`config.mk`:
```
export PLATFORM = sky130hd
export DESIGN_NAME = mul_iter
export DESIGN_NICKNAME = d
export VERILOG_FILES = /design/src/rtl/mul_iter_pkg.sv /design/src/rtl/mul_iter_step.sv /design/src/rtl/mul_iter.sv
export SDC_FILE = /design/constraint.sdc
export NUM_CORES = 2
export LEC_CHECK = 0
export ABC_AREA = 1
export CORE_UTILIZATION = 29
export CTS_CLUSTER_DIAMETER = 40
export DETAILED_ROUTE_END_ITERATION = 10
export MAX_ROUTING_LAYER = met4
export REMOVE_ABC_BUFFERS = 1
export SLEW_MARGIN = 20
export SYNTH_ARGS = -nofsm -noshare
export SYNTH_HDL_FRONTEND = slang
export SYNTH_HIERARCHICAL = 1
export SYNTH_SLANG_ARGS = --single-unit
```
`constraint.sdc`:
```
create_clock -name clk -period 14.1 [get_ports clk]
set_input_delay 1.41 -clock clk [delete_from_list [all_inputs] [get_ports clk]]
set_output_delay 1.41 -clock clk [all_outputs]
set_load 0.05 [all_outputs]
```
`src/rtl/mul_iter_pkg.sv`:
```
// Shared types and helpers for the iterative shift-add multiplier.
// State enum, iteration count and operand magnitude extraction.
package mul_iter_pkg;

  localparam int MAX_W = 256;

  typedef enum logic [1:0] {
    IDLE,
    CALC,
    DONE
  } state_t;

  function automatic int iter_f(input int w, input int s);
    return w / s;
  endfunction

  // value arrives sign-extended in signed mode, zero-extended otherwise
  function automatic logic [MAX_W-1:0] abs_ext(
    input logic [MAX_W-1:0] value,
    input logic             signed_mode
  );
    if (signed_mode && value[MAX_W-1])
      return ~value + 1'b1;
    return value;
  endfunction

endpackage

```
`src/rtl/mul_iter_step.sv`:
```
// One shift-add iteration: o_acc = i_acc + i_mcand * i_bits.
// Ports: i_mcand/i_acc/o_acc are 2*WIDTH+STEP wide, i_bits STEP wide.
module mul_iter_step #(
  parameter  int WIDTH = 64,
  parameter  int STEP  = 2,
  localparam int AW    = 2 * WIDTH + STEP
) (
  input  logic [AW-1:0]   i_mcand,
  input  logic [AW-1:0]   i_acc,
  input  logic [STEP-1:0] i_bits,
  output logic [AW-1:0]   o_acc
);

  logic [AW-1:0] w_part;

  always_comb begin
    w_part = '0;
    for (int j = 0; j < STEP; j++) begin
      if (i_bits[j])
        w_part = w_part + (i_mcand << j);
    end
  end

  assign o_acc = i_acc + w_part;

endmodule

```
`src/rtl/mul_iter.sv`:
```
// Multi-cycle signed/unsigned multiplier, STEP bits per cycle,
// valid/ready on both sides. Ports: clk, rst, in_valid/in_ready,
// a, b, signed_mode, out_valid/out_ready, result, busy.
// MUL_ITER_EARLY_TERM_EN: stop once the multiplier is exhausted
// and expose the iteration count on cycles.
module mul_iter
  import mul_iter_pkg::*;
#(
  parameter  int WIDTH = 64,
  parameter  int STEP  = 2,
  localparam int ITER  = iter_f(WIDTH, STEP),
  localparam int CW    = $clog2(ITER + 1)
) (
  input  logic               clk,
  input  logic               rst,
  input  logic               in_valid,
  output logic               in_ready,
  input  logic [WIDTH-1:0]   a,
  input  logic [WIDTH-1:0]   b,
  input  logic               signed_mode,
  output logic               out_valid,
  input  logic               out_ready,
  output logic [2*WIDTH-1:0] result,
`ifdef MUL_ITER_EARLY_TERM_EN
  output logic [CW-1:0]      cycles,
`endif
  output logic               busy
);

  localparam int AW = 2 * WIDTH + STEP;
  localparam int MW = WIDTH + 1;
  localparam int PW = 2 * WIDTH;

  state_t             r_state;
  state_t             w_state_nx;
  logic [AW-1:0]      r_mcand;
  logic [MW-1:0]      r_mplier;
  logic [AW-1:0]      r_acc;
  logic [AW-1:0]      w_acc_nx;
  logic               r_neg;
  logic [CW-1:0]      r_cnt;
  logic               r_fin;
  logic [PW-1:0]      r_result;
  logic [PW-1:0]      w_prod;
  logic               w_accept;
  logic               w_last;
  logic [MAX_W-1:0]   w_ext_a;
  logic [MAX_W-1:0]   w_ext_b;
  logic [MW-1:0]      w_mag_a;
  logic [MW-1:0]      w_mag_b;
`ifdef MUL_ITER_EARLY_TERM_EN
  logic [CW-1:0]      r_cycles;
`endif

  assign w_ext_a = {{(MAX_W-WIDTH){signed_mode & a[WIDTH-1]}}, a};
  assign w_ext_b = {{(MAX_W-WIDTH){signed_mode & b[WIDTH-1]}}, b};
  assign w_mag_a = MW'(abs_ext(w_ext_a, signed_mode));
  assign w_mag_b = MW'(abs_ext(w_ext_b, signed_mode));

  assign w_accept = in_valid && in_ready;
  assign w_prod   = r_acc[PW-1:0];

  // last iteration this cycle: count exhausted, or no multiplier left
`ifdef MUL_ITER_EARLY_TERM_EN
  assign w_last = (r_cnt == CW'(ITER - 1)) ||
                  ((r_mplier >> STEP) == '0);
`else
  assign w_last = (r_cnt == CW'(ITER - 1));
`endif

  mul_iter_step #(
    .WIDTH (WIDTH),
    .STEP  (STEP)
  ) u_step (
    .i_mcand (r_mcand),
    .i_acc   (r_acc),
    .i_bits  (r_mplier[STEP-1:0]),
    .o_acc   (w_acc_nx)
  );

  always_ff @(posedge clk) begin
    if (rst)
      r_state <= IDLE;
    else
      r_state <= w_state_nx;
  end

  always_comb begin
    w_state_nx = r_state;
    in_ready   = 1'b0;
    out_valid  = 1'b0;
    busy       = 1'b0;
    unique case (r_state)
      IDLE: begin
        in_ready = !rst;
        if (in_valid && !rst)
          w_state_nx = CALC;
      end
      CALC: begin
        busy = 1'b1;
        if (r_fin)
          w_state_nx = DONE;
      end
      DONE: begin
        out_valid = 1'b1;
        if (out_ready)
          w_state_nx = IDLE;
      end
      default: w_state_nx = IDLE;
    endcase
  end

  // CALC runs the iterations, then one extra cycle applies the sign
  always_ff @(posedge clk) begin
    if (rst) begin
      r_mcand  <= '0;
      r_mplier <= '0;
      r_acc    <= '0;
      r_neg    <= 1'b0;
      r_cnt    <= '0;
      r_fin    <= 1'b0;
      r_result <= '0;
`ifdef MUL_ITER_EARLY_TERM_EN
      r_cycles <= '0;
`endif
    end else if (w_accept) begin
      r_mcand  <= AW'(w_mag_a);
      r_mplier <= w_mag_b;
      r_acc    <= '0;
      r_neg    <= signed_mode & (a[WIDTH-1] ^ b[WIDTH-1]);
      r_cnt    <= '0;
      r_fin    <= 1'b0;
    end else if (r_state == CALC) begin
      if (r_fin) begin
        r_result <= r_neg ? (~w_prod + 1'b1) : w_prod;
`ifdef MUL_ITER_EARLY_TERM_EN
        r_cycles <= r_cnt;
`endif
      end else begin
        r_acc    <= w_acc_nx;
        r_mcand  <= r_mcand << STEP;
        r_mplier <= r_mplier >> STEP;
        r_cnt    <= r_cnt + 1'b1;
        r_fin    <= w_last;
      end
    end
  end

  assign result = r_result;
`ifdef MUL_ITER_EARLY_TERM_EN
  assign cycles = r_cycles;
`endif

endmodule
```
==> impl_metrics.py <==
# Flow results
metrics = {
    "run_status": {
        "run_status": "finished clean",
    },
    "power": {
        "power.combinational.fraction_pct": 21.4,
        "cellPowerDensity_nw_per_um2": 89.3,
        "clockNetworkPower_w": 0.00274,
        "vdd.ir_drop.worst_mv": 0.0884,
        "internal-power_w": 0.00350,
        "comb_power_w": 0.00114,
        "design_power_total_w": 0.00534,
        "power_frac_clock_pct": 51.4,
    },
    "worst_setup_path": {
        "critical_path.startpoint_type": "flip-flop",
        "worst-endpoint-arrival_ns": 9.18,
        "crit_slowest_cell": "dfxtp_4",
        "critical_path.endpoint_type": "flip-flop",
        "crit_path_end": "r_acc[79]",
        "worst-path-stages": 25,
        "critical_path_peak_fanout": 72,
        "rrSetupSlack_ns": 5.55,
        "critPathTopFamily": "AND-OR/OR-AND gates",
        "timing.critical_path.mode_cell": "nand2_1",
        "timing.rr.start": "r_mplier[0]",
        "required_time_of_the_worst_setup_path_ns": 14.73,
        "timing.critical_path.slowest_cell_delay_ns": 0.83,
    },
    "floorplan": {
        "die_height_um": 421,
        "initCoreUtil_pct": 29.3,
        "fp-row-count": 153,
        "ioPinCount": 264,
        "core-area_um2": 174000,
    },
    "cts": {
        "ctsHtreeMaxLevel": 3,
        "cts.hold.buffers_added": 0,
        "clock_sink_count": 459,
        "clock_insertion_delay_worst_skew_ns": 0.76,
        "cts-buffers-inserted": 107,
        "postCtsResizedCells": 0,
    },
    "global_route": {
        "busiest_layer_in_global_routing": "met2",
        "grt.met1_usage_pct": 42.0,
        "first_global_vias": 58600,
        "grt_pass1_wl_um": 408000,
        "grt_start_max_net_pins": 157,
        "grt_antenna_before_repair": 8,
        "grt_use_met3_pct": 3.31,
    },
    "timing": {
        "finalClockPeriodUsage_pct": 60.6,
        "setup-tns-final_ns": 0,
        "final.hold.worst_slack_ns": 0.451,
        "timing.clock.skew_ns": 0.0390,
        "upper_clock_frequency_limit_ghz": 0.117,
        "count_of_final_setup_violators": 0,
        "post-route-worst-setup-slack_ns": 5.55,
        "timing_max_transition_violations_final": 0,
        "grt_setup_unrepaired": "no",
        "final_hold_viol_count": 0,
    },
    "drt": {
        "drt_pre_antenna_iters": 6,
        "post-route-drc-count": 0,
        "vias_per_cell": 5.18,
        "drt-wirelength-per-cell_um": 24.5,
    },
    "placed_design": {
        "port_buffers": 263,
        "place_ws_ns": 5.62,
        "dpl.cell_count": 11500,
    },
    "yosys": {
        "post_synth_inst_count": 9177,
        "post_synthesis_cell_area_um2": 51000,
        "syn_area_per_cell_um2": 5.56,
    },
    "final_layout": {
        "num-fill-cells": 19900,
        "layout_top_cells": "nand2_1 (2530), nor2_1 (1488), inv_1 (1268)",
        "synthToLayoutAreaGrowth_pct": 17.1,
        "final_net_count": 9718,
        "stdcell_area_um2": 59700,
        "proportion_of_layout_cells_with_a_drive_suffix_above_1_pct": 4.83,
    },
    "worst_hold_path": {
        "timing.hold.worst.class": "reg -> reg",
        "hold_path_startpoint": "r_mplier[64]",
        "hold-path-endpoint": "r_mplier[64]",
    },
    "flow_run": {
        "warnings": 33,
    },
}
## registers in the layout, indices dropped and copies added (netlist names)
| signal | flops |
|---|---|
| r_acc | 128 |
| r_mcand | 128 |
| result | 128 |
| r_mplier | 65 |
| r_cnt | 6 |
| r_state | 2 |
| r_fin | 1 |
| r_neg | 1 |
## area by class of cell
class                           instances  area, µm²  area share [%]
Clock buffer                          135       2960            4.95
Multi-Input combinational cell       7184      35900            60.1
Inverter                             1283       4840            8.10
Sequential cell                       459       9200            15.4
Timing Repair Buffer                  296       2900            4.86
Clock inverter                         68        987            1.65
Antenna cell                            8       20.0          0.0335
Tap cell                             2325       2910            4.87
## layer usage
metal	vias up	part of all wire, %
met4	0	4.5
met3	399	5.2
met5	-	0
met2	2015	45
met1	28600	46
li1	29900	-
==> images/layer_met1.png <==
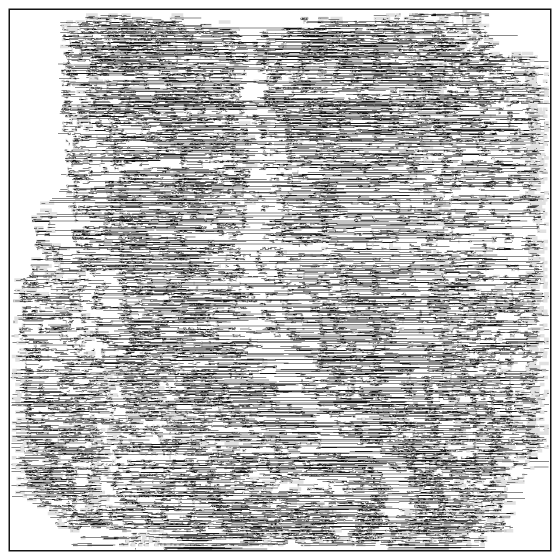
longest straight run = 150 µm
wire length on this layer = 131 mm
main direction = horizontal
share of all routed wire = 46%

==> images/layer_met2.png <==
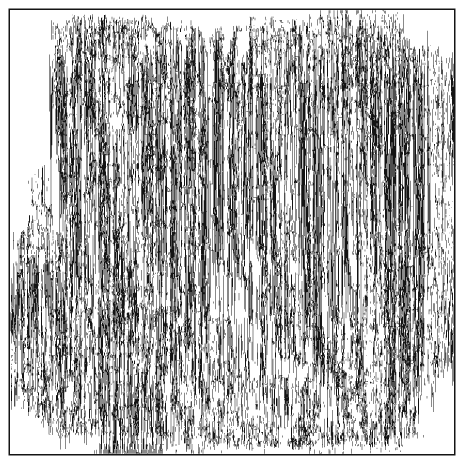
share of all routed wire = 45%
longest straight run = 138 µm
wire length on this layer = 129 mm
nets with wire on the layer = 7793
main direction = vertical

==> images/layer_met4.png <==
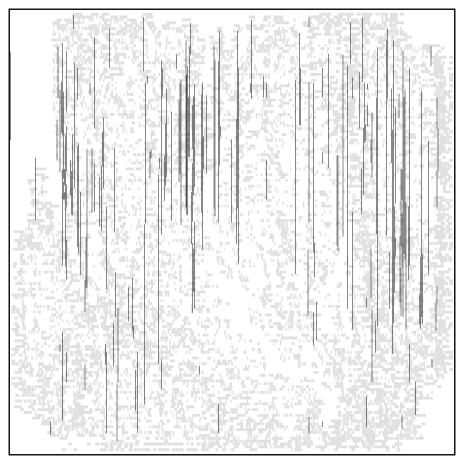
wire length on this layer = 13000 µm
longest straight run = 269 µm
nets with wire on the layer = 136
share of all routed wire = 4.5%
main direction = vertical

Power is estimated from default activity; no workload was simulated.
